## src/rtl/grant_burst_controller.sv

```systemverilog
// Purpose: latches a one-hot arbiter grant as bus owner and drives a
//          BURST_LEN-beat burst from that owner's data onto a valid/ready bus.
// Latency: grant seen at edge n -> bus_valid visible in cycle n+1; done pulse
//          the cycle after the last transfer; holds on bus_ready=0 with no timeout.
// Ports:   clk, rst (sync, active-high); gnt_0..2 and data_0..2 from requesters;
//          bus_ready in; bus_valid/bus_data/bus_owner/busy/done_0..2/grant_err out.
module grant_burst_controller #(
   parameter int DATA_W    = 8,
   parameter int BURST_LEN = 4,
   parameter int CNT_W     = 4
) (
   input  logic              clk,
   input  logic              rst,
   input  logic              gnt_0,
   input  logic              gnt_1,
   input  logic              gnt_2,
   input  logic [DATA_W-1:0] data_0,
   input  logic [DATA_W-1:0] data_1,
   input  logic [DATA_W-1:0] data_2,
   input  logic              bus_ready,
   output logic              bus_valid,
   output logic [DATA_W-1:0] bus_data,
   output logic [1:0]        bus_owner,
   output logic              busy,
   output logic              done_0,
   output logic              done_1,
   output logic              done_2,
   output logic              grant_err
);

   typedef enum logic [1:0] {
      IDLE  = 2'd0,
      BURST = 2'd1,
      DONE  = 2'd2
   } state_t;

   localparam logic [1:0]       OWNER_NONE = 2'd3;
   localparam logic [CNT_W-1:0] LAST_BEAT  = CNT_W'(BURST_LEN - 1);

   state_t           state_q, state_d;
   logic [1:0]       owner_q, owner_d;
   logic [CNT_W-1:0] cnt_q, cnt_d;
   logic [2:0]       done_q, done_d;
   logic             err_q, err_d;
   logic             valid_q, busy_q;
   logic             multi_gnt;

   // Two or more grants at once can only come from a broken upstream arbiter.
   assign multi_gnt = (gnt_0 & gnt_1) | (gnt_0 & gnt_2) | (gnt_1 & gnt_2);

   always_comb begin
      state_d = state_q;
      owner_d = owner_q;
      cnt_d   = cnt_q;
      done_d  = 3'b000;
      err_d   = 1'b0;
      case (state_q)
         IDLE: begin
            owner_d = OWNER_NONE;
            // Lowest index wins if the arbiter ever hands out several grants.
            if (gnt_0 | gnt_1 | gnt_2) begin
               state_d = BURST;
               cnt_d   = '0;
               err_d   = multi_gnt;
               if (gnt_0)      owner_d = 2'd0;
               else if (gnt_1) owner_d = 2'd1;
               else            owner_d = 2'd2;
            end
         end
         BURST: begin
            // Grants are deliberately ignored here; only bus_ready matters.
            if (bus_ready) begin
               if (cnt_q == LAST_BEAT) begin
                  state_d = DONE;
                  case (owner_q)
                     2'd0:    done_d = 3'b001;
                     2'd1:    done_d = 3'b010;
                     2'd2:    done_d = 3'b100;
                     default: done_d = 3'b000;
                  endcase
               end else begin
                  cnt_d = cnt_q + CNT_W'(1);
               end
            end
         end
         DONE: begin
            state_d = IDLE;
            owner_d = OWNER_NONE;
         end
         default: begin
            state_d = IDLE;
            owner_d = OWNER_NONE;
         end
      endcase
   end

   always_ff @(posedge clk) begin
      if (rst) begin
         state_q <= IDLE;
         owner_q <= OWNER_NONE;
         cnt_q   <= '0;
         done_q  <= 3'b000;
         err_q   <= 1'b0;
         valid_q <= 1'b0;
         busy_q  <= 1'b0;
      end else begin
         state_q <= state_d;
         owner_q <= owner_d;
         cnt_q   <= cnt_d;
         done_q  <= done_d;
         err_q   <= err_d;
         valid_q <= (state_d == BURST);
         busy_q  <= (state_d != IDLE);
      end
   end

   // Data is muxed live from the requester selected by the registered owner.
   always_comb begin
      bus_data = '0;
      if (valid_q) begin
         case (owner_q)
            2'd0:    bus_data = data_0;
            2'd1:    bus_data = data_1;
            2'd2:    bus_data = data_2;
            default: bus_data = '0;
         endcase
      end
   end

   assign bus_valid = valid_q;
   assign bus_owner = owner_q;
   assign busy      = busy_q;
   assign done_0    = done_q[0];
   assign done_1    = done_q[1];
   assign done_2    = done_q[2];
   assign grant_err = err_q;

endmodule

```

## config.mk

```make
export PLATFORM = sky130hd
export DESIGN_NAME = grant_burst_controller
export DESIGN_NICKNAME = d
export VERILOG_FILES = /design/src/rtl/grant_burst_controller.sv
export SDC_FILE = /design/constraint.sdc
export NUM_CORES = 1
export LEC_CHECK = 0
export CAP_MARGIN = 20
export CORE_UTILIZATION = 42
export CTS_BUF_LIST = sky130_fd_sc_hd__clkbuf_4 sky130_fd_sc_hd__clkbuf_8
export CTS_CLUSTER_DIAMETER = 40
export CTS_CLUSTER_SIZE = 12
export DETAILED_ROUTE_END_ITERATION = 16
export GPL_TIMING_DRIVEN = 0
export HOLD_SLACK_MARGIN = 0.02
export PLACE_DENSITY = 0.95
export SYNTH_ARGS = -nofsm -noshare
export SYNTH_HDL_FRONTEND = slang
export SYNTH_SLANG_ARGS = --single-unit
```

## constraint.sdc

```tcl
create_clock -name clk -period 3.8 [get_ports clk]
set_clock_uncertainty 0.2 [all_clocks]
set_input_delay 0.38 -clock clk [delete_from_list [all_inputs] [get_ports clk]]
set_output_delay 0.38 -clock clk [all_outputs]
set_load 0.1 [all_outputs]
```

==> out/results.ini, run 1 <==
[critical_path]
endpoint = bus_data[1]
path_buffers = 2
worstPathCellList = buf_2, mux2i_1, o21ai_0, and2_1, clkdlybuf4s50_1
r2r-end = cnt_q[0]
arrival_ns = 2.58
r2r-start = cnt_q[0]
worst_r2r_path_depth = 5
critPathTopFamily = buffers and inverters
startpoint = bus_owner[1]

[die]
core_util_floorplan = 0.459

[clocking]
cts_tree = yes
cts_buffers = 3
worstSkewPairLatency_ns = 0.28
post_cts_buffers = 0
clk_pin_slew_ns = 0.08

[cells_and_area]
drive_gt1_frac = 0.101
fillers = 125
n_all_inverters = 3
diodes = 0
lay_top_cells = clkdlybuf4s50_1, dfxtp_1, nand2_1, mux2i_1, o21ai_0
clk_share = 0.0272
signal_buffers = 49
combGateArea_um2 = 503

[timing]
hold_viol = 0

[synthesis]
synth_warnings = 0
yosysCellCount = 90
edf_count = 0
ys_area_um2 = 818

[global_route]
busiest_layer = met2

[detailed_routing]
wl_um = 2140

[power_and_ir_drop]
power_frac_comb = 0.381
power_w = 0.000425

[status]
status = complete, no violations

-- run 1: logic make-up (layout without fill, tap and decap cells) --
logic type | Yosys count | after routing | synth area share
DFF | 14 | 14 | 0.343
AOI/OAI and AO/OA | 17 | 17 | 0.127
buffers and inverters | 7 | 56 | 0.0428
adders and majority gates | 1 | 1 | 0.0153
muxes | 9 | 9 | 0.110
xor gates and xnor gates | 2 | 2 | 0.0214
and+or+nand+nor | 40 | 40 | 0.341
-- run 1: worst min path at each step --
stage,start,endpoint,slack (ns),depth (start not counted)
global route,cnt_q[1],cnt_q[1],0.34,2
detailed placement,cnt_q[1],cnt_q[1],0.29,2
global placement,cnt_q[1],cnt_q[1],0.26,2
CTS,cnt_q[1],cnt_q[1],0.31,2
floorplan,cnt_q[1],cnt_q[1],0.25,2
finish,cnt_q[1],cnt_q[1],0.30,2
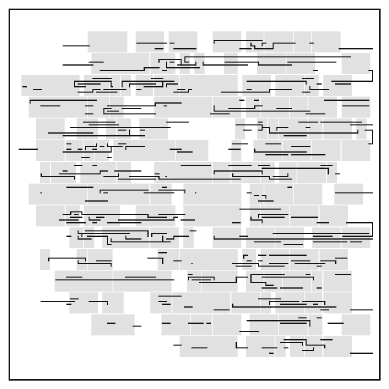
*Metal 1, run 1*
Scale: 8 px per um. Cells faint in the background.
The longest straight run is 20.7 um. The layer holds 38% of the routed length. 141 nets have wire on it.

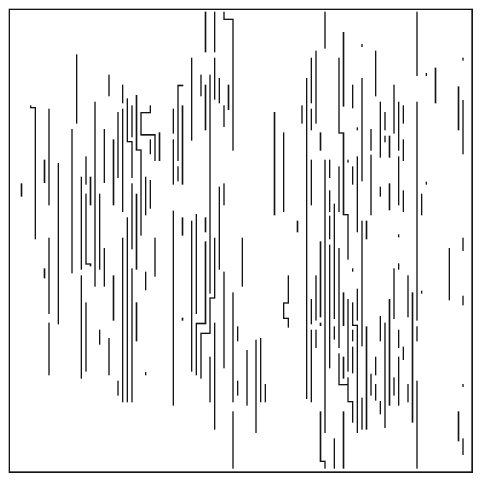
*Met2 routing, run 1*
Scale: 10 px per um.
The wires run mostly vertical. The layer carries 1040 um of wire. The layer holds 49% of the routed length. 150 nets have wire on it.

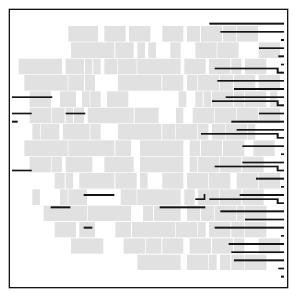
*Met3 routing, run 1*
Scale: 6 px per um. Cells faint in the background.
The wires run mostly horizontal. The layer holds 12% of the routed length. The layer carries 254 um of wire. The longest straight run is 12.6 um. 39 nets have wire on it.

### Congestion heat map, run 1

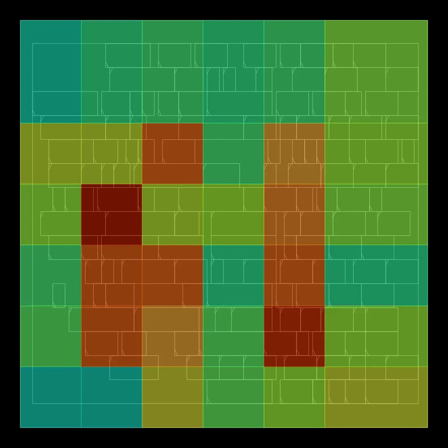

==> run 2: changes to the inputs <==
--- a/config.mk
+++ b/config.mk
@@ -6,14 +6,14 @@
 export NUM_CORES = 1
 export LEC_CHECK = 0
 export CAP_MARGIN = 20
-export CORE_UTILIZATION = 42
+export CORE_UTILIZATION = 39
 export CTS_BUF_LIST = sky130_fd_sc_hd__clkbuf_4 sky130_fd_sc_hd__clkbuf_8
 export CTS_CLUSTER_DIAMETER = 40
 export CTS_CLUSTER_SIZE = 12
 export DETAILED_ROUTE_END_ITERATION = 16
 export GPL_TIMING_DRIVEN = 0
 export HOLD_SLACK_MARGIN = 0.02
-export PLACE_DENSITY = 0.95
+export PLACE_DENSITY = 0.91
 export SYNTH_ARGS = -nofsm -noshare
 export SYNTH_HDL_FRONTEND = slang
 export SYNTH_SLANG_ARGS = --single-unit
==> constraint.sdc (replaced) <==
create_clock -name clk -period 3.1 [get_ports clk]
set_clock_uncertainty 0.2 [all_clocks]
set_input_delay 0.31 -clock clk [delete_from_list [all_inputs] [get_ports clk]]
set_output_delay 0.31 -clock clk [all_outputs]
set_load 0.1 [all_outputs]
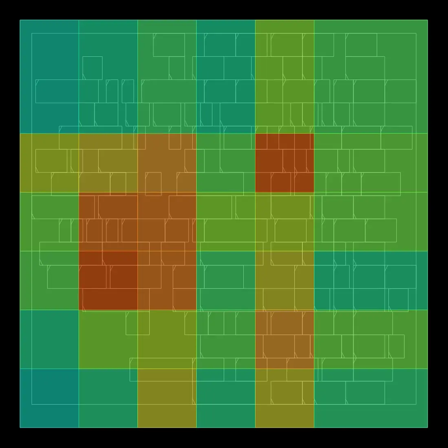
*Congestion heat map, run 2*
routed wire length per instance: 13.0 um
gr usage total: 0.183
GRT Max-Usage Layer: met2

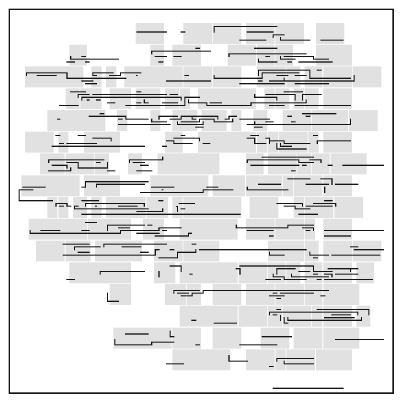
*Metal 1, run 2*
Scale: 8 px per um. Cells faint in the background.
The wires run mostly horizontal. The layer carries 858 um of wire. 134 nets have wire on it.

==> run 2 against run 1 <==
Effect of this change:
- sequential share of layout area decreased by 0.14 points
- setup slack got worse by 0.27 ns
- die size up 7.3%
- design area increased by 0.66%
- final cell count up 0.61%
- clock-buffer cell count fell by 1
- worst hold slack worse by 0.017 ns
- power rose by 16%
- routed wire length about the same
- critical endpoint is now bus_data[0]
- largest cell class unchanged
==> out/results.ini, run 2 <==
[status]
status = complete, no violations  ; unchanged

[clocking]
post_cts_buffers = 0  ; unchanged
worstSkewPairLatency_ns = 0.28  ; about the same
clk_pin_slew_ns = 0.08  ; about the same
cts_buffers = 3  ; unchanged

[cells_and_area]
drive_gt1_frac = 0.0942  ; was 0.101
signal_buffers = 49  ; unchanged
clk_share = 0.0167  ; was 0.0272
diodes = 0  ; unchanged
lay_top_cells = clkdlybuf4s50_1, dfxtp_1, nand2_1, mux2i_1, o21ai_0  ; unchanged
n_all_inverters = 3  ; unchanged

[timing]
hold_viol = 0  ; unchanged

[synthesis]
top_logic_kind = simple AND/OR/NAND/NOR gates  ; unchanged
muxShareOfSynthArea = 0.110  ; unchanged
edf_count = 0  ; unchanged
simple_gate_area_frac = 0.341  ; unchanged
yosysCellCount = 90  ; unchanged

[die]
core_util_floorplan = 0.417  ; was 0.459

[critical_path]
worstPathCellList = nor2b_1, clkbuf_1, nand2_1, o21ai_0, and2_1, dlymetal6s2s_1  ; was buf_2, mux2i_1, o21ai_0, and2_1, clkdlybuf4s50_1
arrival_ns = 2.22  ; was 2.58 ns

[detailed_routing]
wl_um = 2140  ; about the same

==> run 2: through the flow <==
stage	worst slack, ns	utilization	hold slack, ns	instance area [um2]
6_report	0.370	0.686	0.280	1350
2_1_floorplan	0.232	-	0.193	818
5_1_grt	0.243	0.686	0.311	1350
3_5_place_dp	0.331	0.664	0.271	1300
3_3_place_gp	0.360	0.664	0.261	1300
4_1_cts	0.0182	0.675	0.282	1330
==> run 2: worst paths after layout <==
| check | start | end | slack, ns | depth (start not counted) |
|---|---|---|---|---|
| hold reg to reg | cnt_q[1] | cnt_q[1] | 0.28 | 2 |
| setup reg to reg | cnt_q[0] | cnt_q[0] | 1.57 | 5 |
| hold / removal | cnt_q[1] | cnt_q[1] | 0.28 | 2 |
| setup / recovery | bus_owner[0] | bus_data[0] | 0.37 | 6 |
Power is estimated from default activity; no workload was simulated.
